==> images/pins.png <==
(1 px per um) Pins as bars across the die edge, other pins in grey.
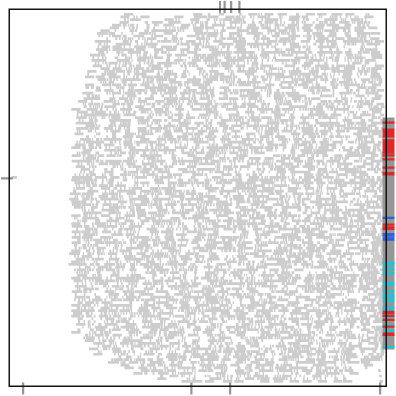
==> images/metal_stack.png <==
(1 px per um) Only two layers are drawn.
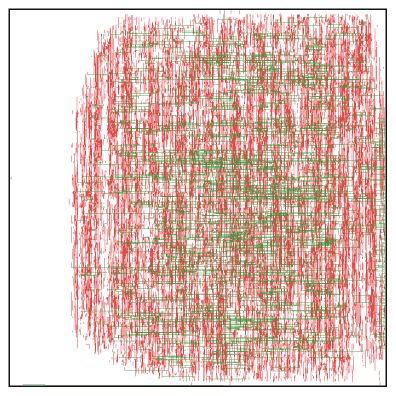
==> images/port_nets.png <==
(1 px per um)
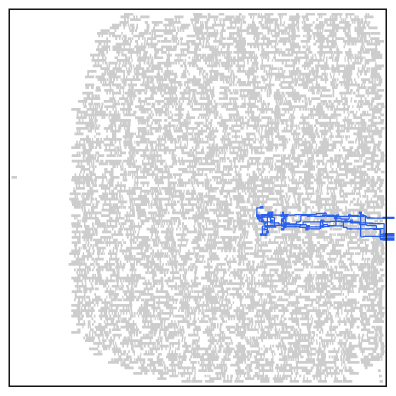
==> images/final_placement.png <==
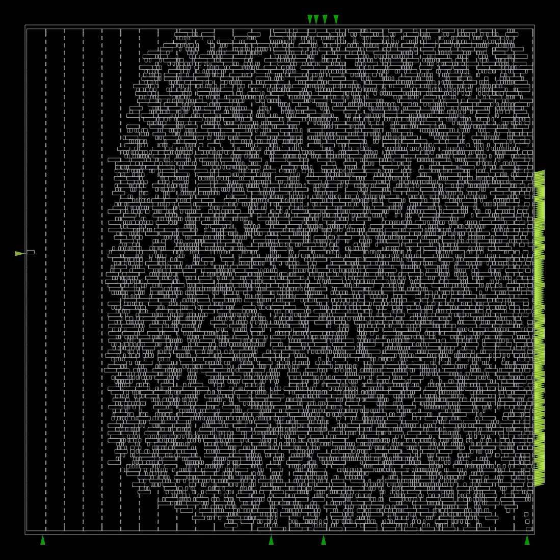
$ cat config.mk
export PLATFORM = sky130hd
export DESIGN_NAME = decode_stage
export DESIGN_NICKNAME = d
export VERILOG_FILES = /design/src/rtl/mips_pkg.sv /design/src/rtl/reg_file.sv /design/src/rtl/decode_stage.sv
export SDC_FILE = /design/constraint.sdc
export NUM_CORES = 2
export LEC_CHECK = 0
export ABC_AREA = 1
export CORE_UTILIZATION = 45
export DETAILED_ROUTE_END_ITERATION = 8
export HOLD_SLACK_MARGIN = 0.1
export PLACE_DENSITY = 0.65
export SLEW_MARGIN = 20
export SYNTH_ARGS = -nofsm -noshare
export SYNTH_HDL_FRONTEND = slang
export SYNTH_SLANG_ARGS = --single-unit
$ cat constraint.sdc
create_clock -name CLK -period 37.2 [get_ports CLK]
set_input_delay 7.44 -clock CLK [delete_from_list [all_inputs] [get_ports CLK]]
set_output_delay 7.44 -clock CLK [all_outputs]
set_load 0.01 [all_outputs]
$ cat src/rtl/mips_pkg.sv
// mips_pkg: shared MIPS field positions, opcodes, widths and the decoded-instruction record
package mips_pkg;
  localparam int DATA_W  = 32;
  localparam int REG_AW  = 5;
  localparam int REG_CNT = 32;
  localparam logic [5:0] OP_RTYPE = 6'b000000;
  localparam logic [5:0] FUNC_ADD = 6'b100000;
  localparam int OP_MSB  = 31, OP_LSB  = 26;
  localparam int RS_MSB  = 25, RS_LSB  = 21;
  localparam int RT_MSB  = 20, RT_LSB  = 16;
  localparam int RD_MSB  = 15, RD_LSB  = 11;
  localparam int SH_MSB  = 10, SH_LSB  = 6;
  localparam int FN_MSB  = 5,  FN_LSB  = 0;
  localparam int IMM_MSB = 15, IMM_LSB = 0;
  typedef struct packed {
    logic [5:0]        opcode;
    logic [DATA_W-1:0] rs_val;
    logic [DATA_W-1:0] rt_val;
    logic [4:0]        shamt;
    logic [5:0]        func;
    logic [15:0]       raw_val;
    logic [REG_AW-1:0] dest;
    logic [REG_AW-1:0] rs_idx;
    logic [REG_AW-1:0] rt_idx;
  } dec_t;
endpackage

$ cat src/rtl/reg_file.sv
// reg_file: 32x32 register file; ports: clk, rst (async high), rs/rt combinational reads, wb write port, r0 hardwired to 0, write-to-read bypass
module reg_file
  import mips_pkg::*;
(
  input  logic              clk,
  input  logic              rst,
  input  logic [REG_AW-1:0] rs_addr,
  input  logic [REG_AW-1:0] rt_addr,
  input  logic              wb_en,
  input  logic [REG_AW-1:0] wb_addr,
  input  logic [DATA_W-1:0] wb_data,
  output logic [DATA_W-1:0] rs_data,
  output logic [DATA_W-1:0] rt_data
);
  logic [DATA_W-1:0] mem_q [REG_CNT];
  logic [DATA_W-1:0] mem_d [REG_CNT];
  logic              we;
  assign we = wb_en && wb_addr != '0;
  always_comb begin
    mem_d = mem_q;
    if (we) mem_d[wb_addr] = wb_data;
  end
  always_ff @(posedge clk or posedge rst)
    if (rst) for (int i = 0; i < REG_CNT; i++) mem_q[i] <= '0;
    else mem_q <= mem_d;
  assign rs_data = rs_addr == '0 ? '0 : (we && wb_addr == rs_addr) ? wb_data : mem_q[rs_addr];
  assign rt_data = rt_addr == '0 ? '0 : (we && wb_addr == rt_addr) ? wb_data : mem_q[rt_addr];
endmodule

$ cat src/rtl/decode_stage.sv
// decode_stage: MIPS decode; ports: CLK/RST(async high), INSTR valid/ready in, WB write port, FLUSH, registered ALU fields out with OUT_VALID/OUT_READY
module decode_stage
  import mips_pkg::*;
(
  input  logic              CLK,
  input  logic              RST,
  input  logic [31:0]       INSTR,
  input  logic              INSTR_VALID,
  output logic              INSTR_READY,
  input  logic              WB_EN,
  input  logic [REG_AW-1:0] WB_ADDR,
  input  logic [DATA_W-1:0] WB_DATA,
  input  logic              FLUSH,
  output logic              OUT_VALID,
  input  logic              OUT_READY,
  output logic [5:0]        OPCODE,
  output logic [DATA_W-1:0] RS_VAL,
  output logic [DATA_W-1:0] RT_VAL,
  output logic [4:0]        SHAMT,
  output logic [5:0]        FUNC,
  output logic [15:0]       RAW_VAL,
  output logic [REG_AW-1:0] DEST
);
  dec_t              dec_q, dec_d;
  logic              out_valid_q, out_valid_d;
  logic              accept, hold, wr;
  logic [5:0]        op;
  logic [REG_AW-1:0] rs_idx, rt_idx;
  logic [DATA_W-1:0] rs_data, rt_data;
  assign op     = INSTR[OP_MSB:OP_LSB];
  assign rs_idx = INSTR[RS_MSB:RS_LSB];
  assign rt_idx = INSTR[RT_MSB:RT_LSB];
  reg_file u_rf (
    .clk     (CLK),
    .rst     (RST),
    .rs_addr (rs_idx),
    .rt_addr (rt_idx),
    .wb_en   (WB_EN),
    .wb_addr (WB_ADDR),
    .wb_data (WB_DATA),
    .rs_data (rs_data),
    .rt_data (rt_data)
  );
  assign INSTR_READY = !out_valid_q || OUT_READY || FLUSH;
  assign accept      = INSTR_VALID && INSTR_READY && !FLUSH;
  assign hold        = out_valid_q && !OUT_READY && !FLUSH;
  assign wr          = WB_EN && WB_ADDR != '0;
  // a held instruction tracks writes to its own source registers so it never leaves with stale operands
  always_comb begin
    dec_d       = dec_q;
    out_valid_d = !FLUSH && (accept || hold);
    if (accept) begin
      dec_d.opcode  = op;
      dec_d.rs_idx  = rs_idx;
      dec_d.rt_idx  = rt_idx;
      dec_d.rs_val  = rs_data;
      dec_d.rt_val  = rt_data;
      dec_d.shamt   = INSTR[SH_MSB:SH_LSB];
      dec_d.func    = INSTR[FN_MSB:FN_LSB];
      dec_d.raw_val = INSTR[IMM_MSB:IMM_LSB];
      dec_d.dest    = op == OP_RTYPE ? INSTR[RD_MSB:RD_LSB] : rt_idx;
    end else if (hold) begin
      dec_d.rs_val = (wr && WB_ADDR == dec_q.rs_idx) ? WB_DATA : dec_q.rs_val;
      dec_d.rt_val = (wr && WB_ADDR == dec_q.rt_idx) ? WB_DATA : dec_q.rt_val;
    end
  end
  always_ff @(posedge CLK or posedge RST)
    if (RST) begin
      dec_q       <= '0;
      out_valid_q <= 1'b0;
    end else begin
      dec_q       <= dec_d;
      out_valid_q <= out_valid_d;
    end
  assign OUT_VALID = out_valid_q;
  assign OPCODE    = dec_q.opcode;
  assign RS_VAL    = dec_q.rs_val;
  assign RT_VAL    = dec_q.rt_val;
  assign SHAMT     = dec_q.shamt;
  assign FUNC      = dec_q.func;
  assign RAW_VAL   = dec_q.raw_val;
  assign DEST      = dec_q.dest;
endmodule

==> out/results.tsv <==
metric	value	unit
cts_tree	yes	
area_leaders	dfrtp_1 45%, nand2_1 17%, o21ai_0 11%, nand3_1 6.1%, o211ai_1 5.1%	
std_cell_rows	136	
tightestPinTransition	1.20	ns
gp_congestion	0.895	
postSynthCellCount	8700	
synth_cell_types	36	
drv_slew	0	
yosys_cells	8700	
grt-ovfl-total	0	
yosysTopAreaCell	dfrtp_1	
end_kind	output pin	
hold_buffers	0	
cts_setup_buffers	0	
cts_root_buf	clkbuf_16	
crit_required	29.76	ns
tns	0	ns
grt_start_max_net_pins	229	
drv_cap	0	
power_leakage	31.0	nW
grt_setup_unrepaired	false	
min_path_type	flop to flop	
ctsLongestPathBuffers	3	
top_cell_area_share	0.449	
outcome	finished clean	
ctsResizeCount	0	
fillerInstances	13413	
synthMostInstantiatedCell	nand2_1	
peakVddDrop	0.0433	mV
synth.cell_area	62800	um2
cts_sinks	1126	
yosys-stat-area	62800	um2
logic_area	28300	um2
crit_type	primary input to output pin	
routed_via_density	5.89	
top_cells_by_count	2847 x nand2_1, 1322 x o21ai_0, 1126 x dfrtp_1	
synth_warnings	0	
final_net_count	8323	
Back to the opening pictures, pins.png:
Cyan marks RAW_VAL, pins 16, direction output, edge right. Blue marks WB_ADDR, pins 5, direction input, edge right. Red marks WB_DATA, pins 32, direction input, edge right.
All pins by edge: 170 right, 4 bottom, 4 top, 1 left.
Die Y: 376 um
IO Port Bufs: 178
Die Span X: 376 um

Back to the opening pictures, metal_stack.png:
Green marks met3, wire length 30.1 mm. Red marks met2, wire length 100 mm.
Avg WL per Cell: 23.0 um
via count: 60151
DRT Wirelength: 234000 um

Back to the opening pictures, port_nets.png:
Blue marks WB_ADDR, bits 5, direction input, end cells 38, buffers 5, wire 907 um.
io pins: 179

Back to the opening pictures, final_placement.png:
post-layout utilization of the core: 0.491
core box area: 138000 um2
final cell count without fillers: 10207

## power by group
group | leakage (nW) | internal (W) | switching (W) | total, W
combinational | 14.6 | 0.000252 | 0.000455 | 0.000707
sequential | 14.4 | 0.00145 | 0.000147 | 0.00159
clock | 1.98 | 0.000714 | 0.000516 | 0.00123
total | 31.0 | 0.00241 | 0.00112 | 0.00353
## cell families after synthesis
family,count (synthesis),synth area share
AOI/OAI and AO/OA,2236,0.195
and+or+nand+nor,3888,0.252
xor gates and xnor gates,18,0.00251
buffers and inverters,1432,0.101
DFF,1126,0.449
## worst max-delay path, stage by stage
cell	delay, ns
clkdlybuf4s50_1	0.46
inv_1	0.05
nand2_1	0.12
nor2_1	0.06
inv_1	0.10
clkdlybuf4s50_1	0.55
## flip-flops by register name, summed over array words and instances (netlist names)
| signal | count |
|---|---|
| FUNC | 5 |
| OUT_VALID | 1 |
| RT_VAL | 32 |
| RAW_VAL | 7 |
| dec_q | 10 |
| u_rf.mem_q | 1024 |
| DEST | 5 |
| SHAMT | 4 |
| OPCODE | 6 |
| RS_VAL | 32 |
## layer usage
metal	vias to the layer above	track usage	part of all wire
met5	-	0	0.00030
met3	596	0.0813	0.13
met1	28531	0.447	0.40
li1	27509	-	-
met4	10	0.133	0.041
met2	3505	0.494	0.43
## cells in the final DEF, fill, tap and decap left out, types with 17 or more instances in the layout
cell	instances
inv_2	17
o21ai_1	138
inv_1	501
nand2_1	2832
clkdlybuf4s50_1	168
clkinv_1	26
clkbuf_16	124
nor2_1	223
clkbuf_1	29
dfrtp_1	1126
clkbuf_8	38
buf_4	124
nand3_1	764
nand2_2	31
a21oi_1	347
o21ai_0	1322
o211ai_1	426
## final cells by class
type                    instances  area share
multi-input cells            6142       0.418
well taps                    1863      0.0344
repair buffers                306      0.0417
clock buffers                 191      0.0551
flip-flops and latches       1126       0.416
diodes                          4    0.000148
clock inverters                23     0.00380
inverters                     552      0.0311
## stage by stage
| step | setup WS [ns] | hold WS, ns | area [um2] | total power (W) | util |
|---|---|---|---|---|---|
| 3_5_place_dp | 20.98 | 0.366 | 63800 | 0.00230 | 0.462 |
| 2_1_floorplan | 14.22 | 0.429 | 62800 | 0.00210 | - |
| 3_3_place_gp | 20.92 | 0.366 | 63800 | 0.00227 | 0.462 |
| 6_report | 20.98 | 0.379 | 67800 | 0.00353 | 0.491 |
| 5_1_grt | 20.91 | 0.395 | 67800 | 0.00371 | 0.491 |
| 4_1_cts | 20.98 | 0.379 | 67800 | 0.00352 | 0.491 |
## worst paths after layout
check                      cells after the start  slack (ns)          endpoint             start
setup / recovery                               6       20.98       INSTR_READY         OUT_READY
hold / removal                                 0        0.38  u_rf.mem_q[1018]  u_rf.mem_q[1018]
setup reg to reg                               8       34.55        RT_VAL[31]         OUT_VALID
hold reg to reg                                0        0.38  u_rf.mem_q[1018]  u_rf.mem_q[1018]
max in group asynchronous                      7       26.16   u_rf.mem_q[496]               RST
min in group asynchronous                      3        7.26   u_rf.mem_q[545]               RST
Power and IR drop assume default switching activity.
